<file path="config.mk">
export PLATFORM = sky130hd
export DESIGN_NAME = mem_stage_cache_requester
export DESIGN_NICKNAME = d
export VERILOG_FILES = /design/src/rtl/mem_stage_cache_requester.sv
export SDC_FILE = /design/constraint.sdc
export NUM_CORES = 1
export LEC_CHECK = 0
export CORE_ASPECT_RATIO = 1.2
export CORE_MARGIN = 3
export CORE_UTILIZATION = 38
export DETAILED_ROUTE_END_ITERATION = 10
export GPL_TIMING_DRIVEN = 0
export PLACE_DENSITY = 0.77
export SYNTH_ARGS = -nofsm -noshare
export SYNTH_HDL_FRONTEND = slang
export SYNTH_SLANG_ARGS = --single-unit
export TNS_END_PERCENT = 10
</file>
<file path="constraint.sdc">
create_clock -name clk -period 3.3 [get_ports clk]
set_clock_uncertainty 0.05 [all_clocks]
set_input_delay 0.66 -clock clk [delete_from_list [all_inputs] [get_ports clk]]
set_output_delay 0.66 -clock clk [all_outputs]
set_load 0.02 [all_outputs]
</file>
<file path="src/rtl/mem_stage_cache_requester.sv">
// ----------------------------------------------------------------------------
// mem_stage_cache_requester
//
// Initiator side of the cache controller's CPU-facing interface. Takes a
// single-cycle read/write request from the ARM MEM stage, holds it on the
// cache side until the cache reports ready, freezes the pipeline for the
// duration, and captures read data. A stuck request is aborted after
// TIMEOUT_CYCLES cycles in BUSY and latches a sticky error flag.
//
// Parameters:
//   BASE_ADDR       data-memory base subtracted from the CPU byte address
//   TIMEOUT_CYCLES  max cycles spent in BUSY before abort (legal 1..255)
//
// Ports:
//   clk, rst                 clock, asynchronous active-high reset
//   mem_r_en_in/mem_w_en_in  MEM-stage read / write request
//   address_in               CPU byte address
//   write_data_in            store data
//   freeze_out               pipeline stall while a request is outstanding
//   read_data_out            last completed read data
//   error_out                sticky timeout flag (cleared only by rst)
//   cache_address_out        word address to the cache (held while BUSY)
//   cache_write_data_out     held store data
//   cache_r_en_out           read request to the cache
//   cache_w_en_out           write request to the cache
//   cache_read_data_in       cache read data
//   cache_ready_in           cache completion strobe (only honoured in BUSY)
// ----------------------------------------------------------------------------
module mem_stage_cache_requester #(
    parameter logic [31:0] BASE_ADDR      = 32'd1024,
    parameter int unsigned TIMEOUT_CYCLES = 255
) (
    input  logic        clk,
    input  logic        rst,
    input  logic        mem_r_en_in,
    input  logic        mem_w_en_in,
    input  logic [31:0] address_in,
    input  logic [31:0] write_data_in,
    output logic        freeze_out,
    output logic [31:0] read_data_out,
    output logic        error_out,
    output logic [31:0] cache_address_out,
    output logic [31:0] cache_write_data_out,
    output logic        cache_r_en_out,
    output logic        cache_w_en_out,
    input  logic [31:0] cache_read_data_in,
    input  logic        cache_ready_in
);

    typedef enum logic [1:0] {
        ST_IDLE = 2'd0,
        ST_BUSY = 2'd1,
        ST_DONE = 2'd2
    } state_t;

    // One extra bit so the comparison against the limit never aliases.
    localparam logic [8:0] TIMEOUT_LIM = 9'(TIMEOUT_CYCLES);

    state_t      state_q;
    logic [7:0]  cnt_q;
    logic [8:0]  cnt_d;
    logic [31:0] addr_q;
    logic [31:0] wdata_q;
    logic [31:0] rdata_q;
    logic        r_en_q;
    logic        w_en_q;
    logic        err_q;

    logic        req_any;
    logic [31:0] addr_diff;
    logic [31:0] addr_word;

    assign req_any   = mem_r_en_in | mem_w_en_in;
    // Byte address relative to the data-memory base, wrapping below it.
    assign addr_diff = address_in - BASE_ADDR;
    assign addr_word = {2'b00, addr_diff[31:2]};
    assign cnt_d     = {1'b0, cnt_q} + 9'd1;

    always_ff @(posedge clk or posedge rst) begin
        if (rst) begin
            state_q <= ST_IDLE;
            cnt_q   <= '0;
            addr_q  <= '0;
            wdata_q <= '0;
            rdata_q <= '0;
            r_en_q  <= 1'b0;
            w_en_q  <= 1'b0;
            err_q   <= 1'b0;
        end else begin
            case (state_q)
                ST_IDLE: begin
                    cnt_q <= '0;
                    if (req_any) begin
                        addr_q  <= addr_word;
                        wdata_q <= write_data_in;
                        // Write wins when both enables are asserted.
                        w_en_q  <= mem_w_en_in;
                        r_en_q  <= ~mem_w_en_in;
                        state_q <= ST_BUSY;
                    end
                end
                ST_BUSY: begin
                    cnt_q <= cnt_d[7:0];
                    // Ready is checked first so a completion on the timeout
                    // cycle is treated as a success.
                    if (cache_ready_in) begin
                        if (r_en_q) begin
                            rdata_q <= cache_read_data_in;
                        end
                        r_en_q  <= 1'b0;
                        w_en_q  <= 1'b0;
                        state_q <= ST_DONE;
                    end else if (cnt_d == TIMEOUT_LIM) begin
                        err_q   <= 1'b1;
                        r_en_q  <= 1'b0;
                        w_en_q  <= 1'b0;
                        state_q <= ST_DONE;
                    end
                end
                ST_DONE: begin
                    // Requests seen here belong to the instruction being
                    // released, so they are deliberately not sampled.
                    cnt_q   <= '0;
                    state_q <= ST_IDLE;
                end
                default: begin
                    state_q <= ST_IDLE;
                end
            endcase
        end
    end

    // Combinational in IDLE so the requesting instruction stalls in the same
    // cycle it presents its request.
    assign freeze_out = (state_q == ST_BUSY) | ((state_q == ST_IDLE) & req_any);

    assign read_data_out        = rdata_q;
    assign error_out            = err_q;
    assign cache_address_out    = addr_q;
    assign cache_write_data_out = wdata_q;
    assign cache_r_en_out       = r_en_q;
    assign cache_w_en_out       = w_en_q;

endmodule

</file>
Run 1, metal 1:
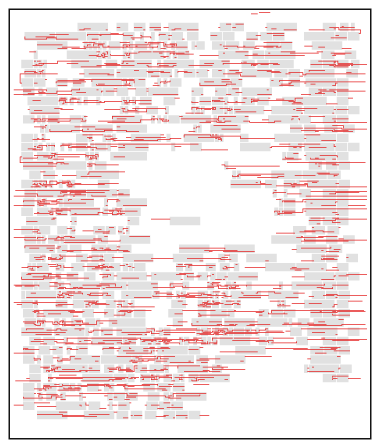
share of all routed wire: 39%
longest straight run: 31.7 um
nets with wire on the layer: 631
wire length on this layer: 4640 um
grt met1 use: 21.2%
via count: 3741
Routed WL: 12000 um

Run 1, M2 wires:
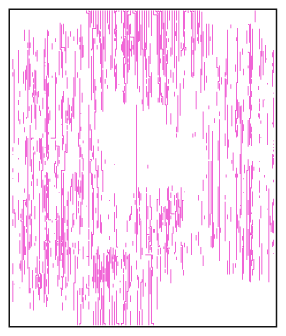
nets with wire on the layer: 641
wire length on this layer: 6040 um

==> results.py, run 1 <==
# Metrics from the implementation run
metrics = {
    "synthesis": {
        "async_reset_ff_share_pct": 100,
        "synthTopCellsByCount": "nand2_1 (144), dfrtp_1 (107), mux2_2 (32)",
        "synth_top_area_share_pct": 58.7,
        "ys_types": 40,
        "ys.flop_type": "dfrtp_1",
        "ys_cells": 428,
        "avgSynthCellArea_um2": 10.7,
        "ys_seq_share_pct": 58.7,
    },
    "finish": {
        "fillers": 987,
        "final_layout_size_suffix_gt1_share_pct": 11.0,
    },
    "sta": {
        "slew_headroom_pct": 63.3,
        "timing.fmax_ghz": 0.365,
    },
    "floorplan": {
        "rows": 43,
        "fp_util_pct": 39.1,
        "die_area_um2": 13400,
    },
    "run_status": {
        "status": "completed",
    },
    "global_routing": {
        "grt_overflow_total": 0,
        "grt_antenna_before_repair": 0,
    },
    "placed_design": {
        "post_dp_cell_area_um2": 6770,
        "port_buffers": 196,
    },
    "pwr": {
        "p_leak_nw": 3.10,
    },
    "drt": {
        "drc": 0,
    },
    "critical_path": {
        "cp-end-kind": "output pin",
    },
    "flow_run": {
        "warnings": 29,
    },
    "clock_network": {
        "cts-hold-fix-buffers": 0,
    },
}
Run 1, the metal 3 layer:
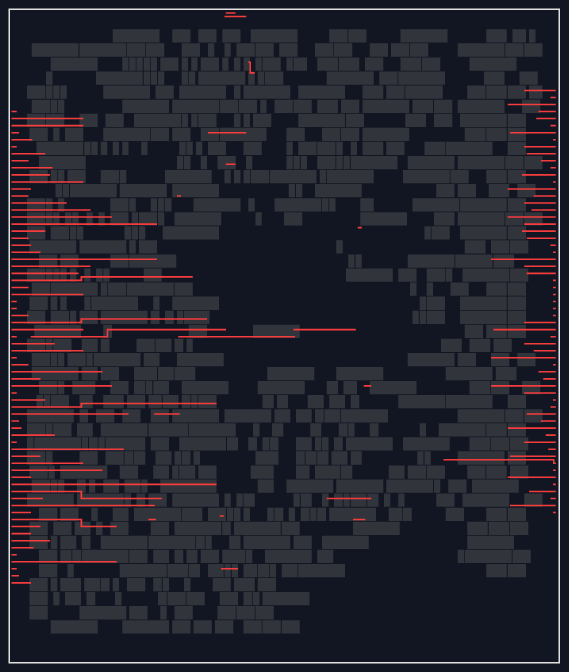
main direction: horizontal
nets with wire on the layer: 135
met3 Use GR: 6.61%

==> run 1: sequential cells by signal, indices dropped and copies added, names as in the netlist <==
register / flops
cache_write_data_out: 32
read_data_out: 32
cache_address_out: 30
cnt_q: 8
state_q: 2
cache_r_en_out: 1
cache_w_en_out: 1
error_out: 1
==> run 1: cells by family after synthesis <==
family	Yosys count	share of synthesized area (%)
other	1	0.0822
buffers and inverters	31	3.67
and+or+nand+nor	195	19.7
xor gates and xnor gates	24	4.61
adders and majority gates	3	0.822
muxes	32	7.89
AOI/OAI and AO/OA	35	4.55
DFF	107	58.7
==> run 1: per-stage QoR <==
step                util, %  setup slack, ps
floorplan                 -              890
global placement       57.6              267
detailed placement     58.0              235
CTS                    60.7              546
global route           60.7              397
finish                 60.7              559
==> run 1: layout make-up <==
type / count / area (um2) / area share, %
buffer: 24 / 141 / 1.99
clock buffer: 10 / 229 / 3.23
clock inverter: 6 / 90.1 / 1.27
inverter: 7 / 30.0 / 0.424
multi-input combinational: 291 / 1720 / 24.3
sequential: 107 / 2680 / 37.8
tap: 157 / 196 / 2.77
timing repair buffer: 198 / 2000 / 28.2
==> run 1: critical path: stages <==
cell and delay [ps]:
clkdlybuf4s50_1 540, nor3_1 60, nor2_1 130, clkdlybuf4s50_1 640
==> run 1: where the power goes <==
group	switching [W]	internal, W
Combinational	0.00167	0.00155
Clock	0.000472	0.000667
Sequential	0.000333	0.00192
==> run 1: cell usage in the layout (no fill, tap or decap), types with 3 or more instances in the layout <==
cell type / synthesis / layout
and2_1: 6 / 6
nand3_1: 4 / 4
mux2_2: 32 / 32
xor2_1: 4 / 4
ha_1: 3 / 3
clkbuf_16: 0 / 9
dfrtp_1: 107 / 107
xnor2_1: 20 / 20
nor3_1: 6 / 6
a31oi_1: 3 / 3
inv_1: 7 / 6
nor4_1: 3 / 3
nor2_1: 10 / 10
clkdlybuf4s50_1: 0 / 196
nor3_2: 3 / 3
or3_1: 6 / 6
nand2_1: 144 / 144
o21ai_1: 8 / 8
or4_4: 3 / 3
o21ai_0: 15 / 15
clkbuf_1: 14 / 15
==> run 1: metal layers <==
metal / share of wire, % / vias to the layer above / routed length (um)
li1: - / 1819 / -
met3: 9.1 / 17 / 1090
met2: 50 / 147 / 6040
met4: 1.8 / 0 / 221
met5: 0 / - / 0
met1: 39 / 1758 / 4640
==> run 1: final timing paths <==
check | start | to | slack [ps] | depth (start not counted)
worst min register to register | error_out$_DFFE_PP0P_ | error_out$_DFFE_PP0P_ | 420 | 1
max in group asynchronous | rst | cache_address_out[12]$_DFFE_PP0P_ | 1940 | 3
worst max register to register | state_q[1]$_DFFE_PP0P_ | cache_write_data_out[7]$_DFFE_PP0P_ | 1070 | 6
worst max-delay path | mem_w_en_in | freeze_out | 560 | 4
min in group asynchronous | rst | read_data_out[11]$_DFFE_PP0P_ | 670 | 2
worst min-delay path | error_out$_DFFE_PP0P_ | error_out$_DFFE_PP0P_ | 420 | 1
==> run 2, diff against run 1 <==
Clock period 3.3 ns to 2.5 ns, I/O delays scaled along.
Run 2, M2 wires:
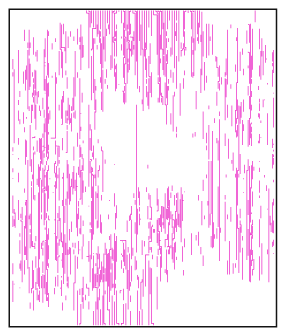
wire length on this layer: 6220 um
main direction: vertical
nets with wire on the layer: 646

==> results.py, run 2 <==
# Metrics from the implementation run
metrics = {
    "global_routing": {
        "grt_pass1_wl_um": 19600,
        "grt_overflow_total": 0,
        "grt_antenna_before_repair": 0,
        "grt_pass1_vias": 3974,
    },
    "synthesis": {
        "ys_seq_share_pct": 58.7,
        "synth_top_area_share_pct": 58.7,
        "async_reset_ff_share_pct": 100,
        "ys_types": 40,
        "synthTopCellsByCount": "nand2_1 (144), dfrtp_1 (107), mux2_2 (32)",
        "topCellsByArea": "dfrtp_1 (59%), nand2_1 (12%), mux2_2 (7.9%)",
        "xor_share_pct": 4.61,
        "mux_share_pct": 7.89,
        "ys_sh_adder_pct": 0.822,
        "aoi_share_pct": 4.55,
        "syn_area_um2": 4560,
        "avgSynthCellArea_um2": 10.7,
        "synthTopLogicFamily": "simple AND/OR/NAND/NOR gates",
        "synth_warnings": 0,
        "ys_cells": 428,
        "ys.flop_type": "dfrtp_1",
        "simple_gate_area_share_pct": 19.7,
    },
    "finish": {
        "fillers": 967,
        "final_cell_mix": "clkdlybuf4s50_1 (193), nand2_1 (144), dfrtp_1 (107)",
        "final_common_cell": "clkdlybuf4s50_1",
        "final_util_pct": 61.5,
        "final_layout_size_suffix_gt1_share_pct": 12.3,
    },
    "sta": {
        "final_max_slew_viol_count": 0,
        "setup_viol": 0,
        "slew_headroom_pct": 63.3,
        "timing.fmax_ghz": 0.405,
        "finalClockPeriodUsage_pct": 98.7,
        "setup-tns-final_ps": 0,
    },
    "pwr": {
        "p_leak_nw": 3.16,
        "powerDensity_nw_per_um2": 1220,
    },
    "critical_path": {
        "cp-end-kind": "flip-flop",
        "crit_type": "primary input to flip-flop",
    },
    "placed_design": {
        "port_buffers": 196,
    },
    "drt": {
        "ant_nets": 0,
        "drc": 0,
        "drtPass1Iterations": 4,
        "routed-via-count": 3781,
        "wirelength_um": 12200,
    },
    "run_status": {
        "status": "completed",
    },
    "clock_network": {
        "cts_tree": "built",
        "clk_pin_slew_ps": 70,
    },
    "floorplan": {
        "rows": 43,
        "fp_util_pct": 39.1,
        "die_area_um2": 13400,
    },
    "flow_run": {
        "warnings": 30,
    },
}
Run 2, metal 1:
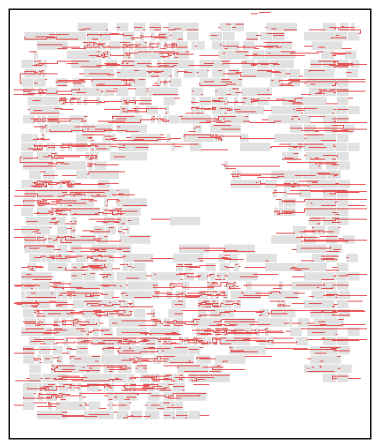
nets with wire on the layer: 632
main direction: horizontal
longest straight run: 31.7 um
share of all routed wire: 38%

-- run 2: power breakdown --
group          leakage [nW]  internal, W  total, W  switching (W)
clock                 0.153     0.000880   0.00150       0.000624
sequential             1.32      0.00253   0.00297       0.000441
combinational          1.69      0.00205   0.00427        0.00222
total                  3.16      0.00546   0.00875        0.00329
-- run 2: through the flow --
stage,instance area [um2],std cells,hold slack [ps],setup slack (ps)
6_report,7180,801,417,32.5
4_1_cts,7110,800,423,4.97
3_3_place_gp,6730,782,405,-373
3_5_place_dp,6770,784,407,-405
2_1_floorplan,4570,429,481,250
5_1_grt,7180,801,449,-40.6
-- run 2: critical path: stages --
cell	delay (ps)
clkdlybuf4s50_1	490
or4_4	570
or4_1	440
buf_6	180
nor4_4	220
xnor2_1	170
o21ai_2	70
-- run 2: cells by family after synthesis --
group	count (synthesis)
AOI/OAI and AO/OA	35
DFF	107
other	1
buffers and inverters	31
and+or+nand+nor	195
adders and majority gates	3
xor gates and xnor gates	24
muxes	32
-- run 2: final timing paths --
kind / slack [ps] / depth (start not counted) / endpoint / from
max reg2reg: 270 / 6 / cache_write_data_out[7]$_DFFE_PP0P_ / state_q[1]$_DFFE_PP0P_
min in group asynchronous: 510 / 2 / read_data_out[11]$_DFFE_PP0P_ / rst
min reg2reg: 420 / 1 / error_out$_DFFE_PP0P_ / error_out$_DFFE_PP0P_
min: 420 / 1 / error_out$_DFFE_PP0P_ / error_out$_DFFE_PP0P_
max: 30 / 7 / cache_address_out[29]$_DFFE_PP0P_ / address_in[19]
max in group asynchronous: 1300 / 3 / cache_address_out[12]$_DFFE_PP0P_ / rst
-- run 2: final cells by class --
class	count	area [um2]	share of cell area (%)
buffer	24	149	2.07
clock buffer	10	229	3.19
clock inverter	6	90.1	1.26
inverter	7	30.0	0.418
multi-input combinational	291	1790	24.9
sequential	107	2680	37.3
tap	157	196	2.74
timing repair buffer	199	2020	28.1
-- run 2: routing by layer --
metal	GRT usage [%]	routed length (um)	vias up
li1	-	-	1816
met1	21.0	4640	1792
met2	31.9	6220	158
met3	6.66	1150	15
met4	7.32	211	0
met5	0	0	-
-- run 2: timing repair --
action                                  4_1_cts  5_1_grt
pin swaps                                     0        5
hold buffers                                  0        0
resized                                       4       14
buffers inserted                              0        1
endpoints found under the setup margin        4        9
==> run 3, diff against run 2 <==
Settings changed: CORE_UTILIZATION 38 to 42, HOLD_SLACK_MARGIN set to 0.08, PLACE_DENSITY 0.77 to 0.8.
Clock period 2.5 ns to 2.6 ns, I/O delays scaled along.
Run 3, met4 routing:
The bar under the picture is 20 um long.
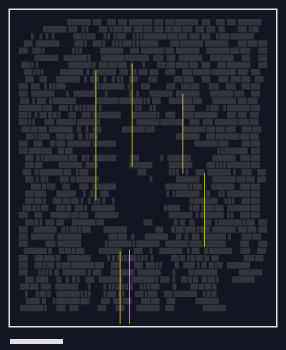
longest straight run: 49.0 um
nets with wire on the layer: 4
main direction: vertical
share of all routed wire: 1.7%
wire length on this layer: 201 um
Routed WL: 12100 um
via count: 3711

==> results.py, run 3 <==
# Metrics from the implementation run
metrics = {
    "run_status": {
        "status": "completed",
    },
    "drt": {
        "route.met2.wl_um": 6270,
        "dr_wl_met3_um": 1130,
        "routed.top_layer": "met4",
        "drtPass1Iterations": 4,
        "drc": 0,
    },
    "critical_path": {
        "rrSetupSlack_ps": 430,
        "reg2reg_from": "state_q[1]$_DFFE_PP0P_",
    },
    "sta": {
        "finalClockPeriodUsage_pct": 96.4,
        "whs_ps": 423,
    },
    "placed_design": {
        "port_buffers": 196,
    },
    "flow_run": {
        "warnings": 29,
    },
    "floorplan": {
        "fp_util_pct": 43.2,
    },
    "global_routing": {
        "grt_pass1_wl_um": 19300,
    },
    "pwr": {
        "p_leak_nw": 3.11,
        "p_switching_w": 0.00315,
    },
    "finish": {
        "flop_area_um2": 2680,
        "final_layout_size_suffix_gt1_share_pct": 11.8,
    },
    "synthesis": {
        "ys_seq_share_pct": 58.7,
    },
    "min_path": {
        "min_to": "error_out$_DFFE_PP0P_",
    },
}
Run 3, M2 wires:
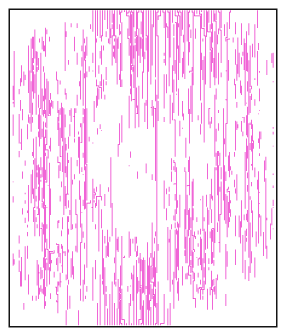
wire length on this layer: 6270 um
share of all routed wire: 52%
main direction: vertical
met2 Track Usage GR: 35.9%

## run 3: cell count changes in the layout (fill, tap and decap cells not counted), sizes merged
cell	delta
inv	+1
clkinvlp	-1
bufinv	-1
dlymetal6s2s	-3
clkbuf	+3
buf	-1
clkdlybuf4s50	+3
clkinv	-2
## run 3: timing repair
action / in CTS / in global routing
endpoints found under the hold margin: 0 / 0
setup endpoints to repair: 0 / 5
resized: 0 / 8
## run 3: critical path, delay by kind of cell
family,cells,cell delay (ps)
adder cells (fa/ha/maj),1,190
AND/OR/NAND/NOR,3,1000
AND-OR/OR-AND,1,100
buffers and inverters,3,720
XOR/XNOR,1,150
## run 3: cells by family after synthesis
group / count (synthesis) / synth area share, %
XOR/XNOR: 24 / 4.61
multiplexers: 32 / 7.89
flip-flops: 107 / 58.7
buffers and inverters: 31 / 3.67
AND-OR/OR-AND: 35 / 4.55
AND/OR/NAND/NOR: 195 / 19.7
other: 1 / 0.0822
adder cells (fa/ha/maj): 3 / 0.822
## run 3: area by class of cell
cell class	count	share of cell area, %
sequential	107	37.8
timing repair buffer	198	28.3
multi-input combinational	291	24.8
clock buffer	13	3.82
tap	129	2.28
buffer	24	2.03
clock inverter	3	0.618
inverter	7	0.424
## run 3: power groups by stage
stage / Combinational (W) / Sequential, W / Clock, W
final: 0.00412 / 0.00284 / 0.00142
after CTS: 0.00418 / 0.00285 / 0.00145
after detailed placement: 0.00417 / 0.00287 / 0
after global placement: 0.00408 / 0.00283 / 0
after floorplan: 0.00118 / 0.00375 / 0
after global routing: 0.00444 / 0.00294 / 0.00151
## run 3: metrics by stage
step | instance area, um2 | std cells | power [W]
finish | 7080 | 772 | 0.00838
floorplan | 4570 | 429 | 0.00493
detailed placement | 6740 | 756 | 0.00704
global placement | 6700 | 754 | 0.00690
CTS | 7050 | 772 | 0.00848
global route | 7080 | 772 | 0.00888
## run 3: worst max path at each step
| stage | end | slack (ps) | start | depth (start not counted) |
|---|---|---|---|---|
| after floorplan | cache_address_out[18]$_DFFE_PP0P_ | 330 | address_in[10] | 8 |
| after global placement | cache_address_out[9]$_DFFE_PP0P_ | -290 | rst | 2 |
| after detailed placement | cache_address_out[20]$_DFFE_PP0P_ | -370 | address_in[10] | 9 |
| after CTS | cache_address_out[20]$_DFFE_PP0P_ | 5 | address_in[10] | 9 |
| after global routing | cache_address_out[20]$_DFFE_PP0P_ | -20 | address_in[11] | 9 |
| final | cache_address_out[20]$_DFFE_PP0P_ | 90 | address_in[10] | 9 |
## run 3: metal layers
layer / track usage, % / up-vias
met3: 6.58 / 16
li1: - / 1818
met2: 35.9 / 137
met1: 22.4 / 1740
met4: 6.65 / 0
met5: 0 / -
Power figures rest on the tool's default switching activity, not on a simulated workload.
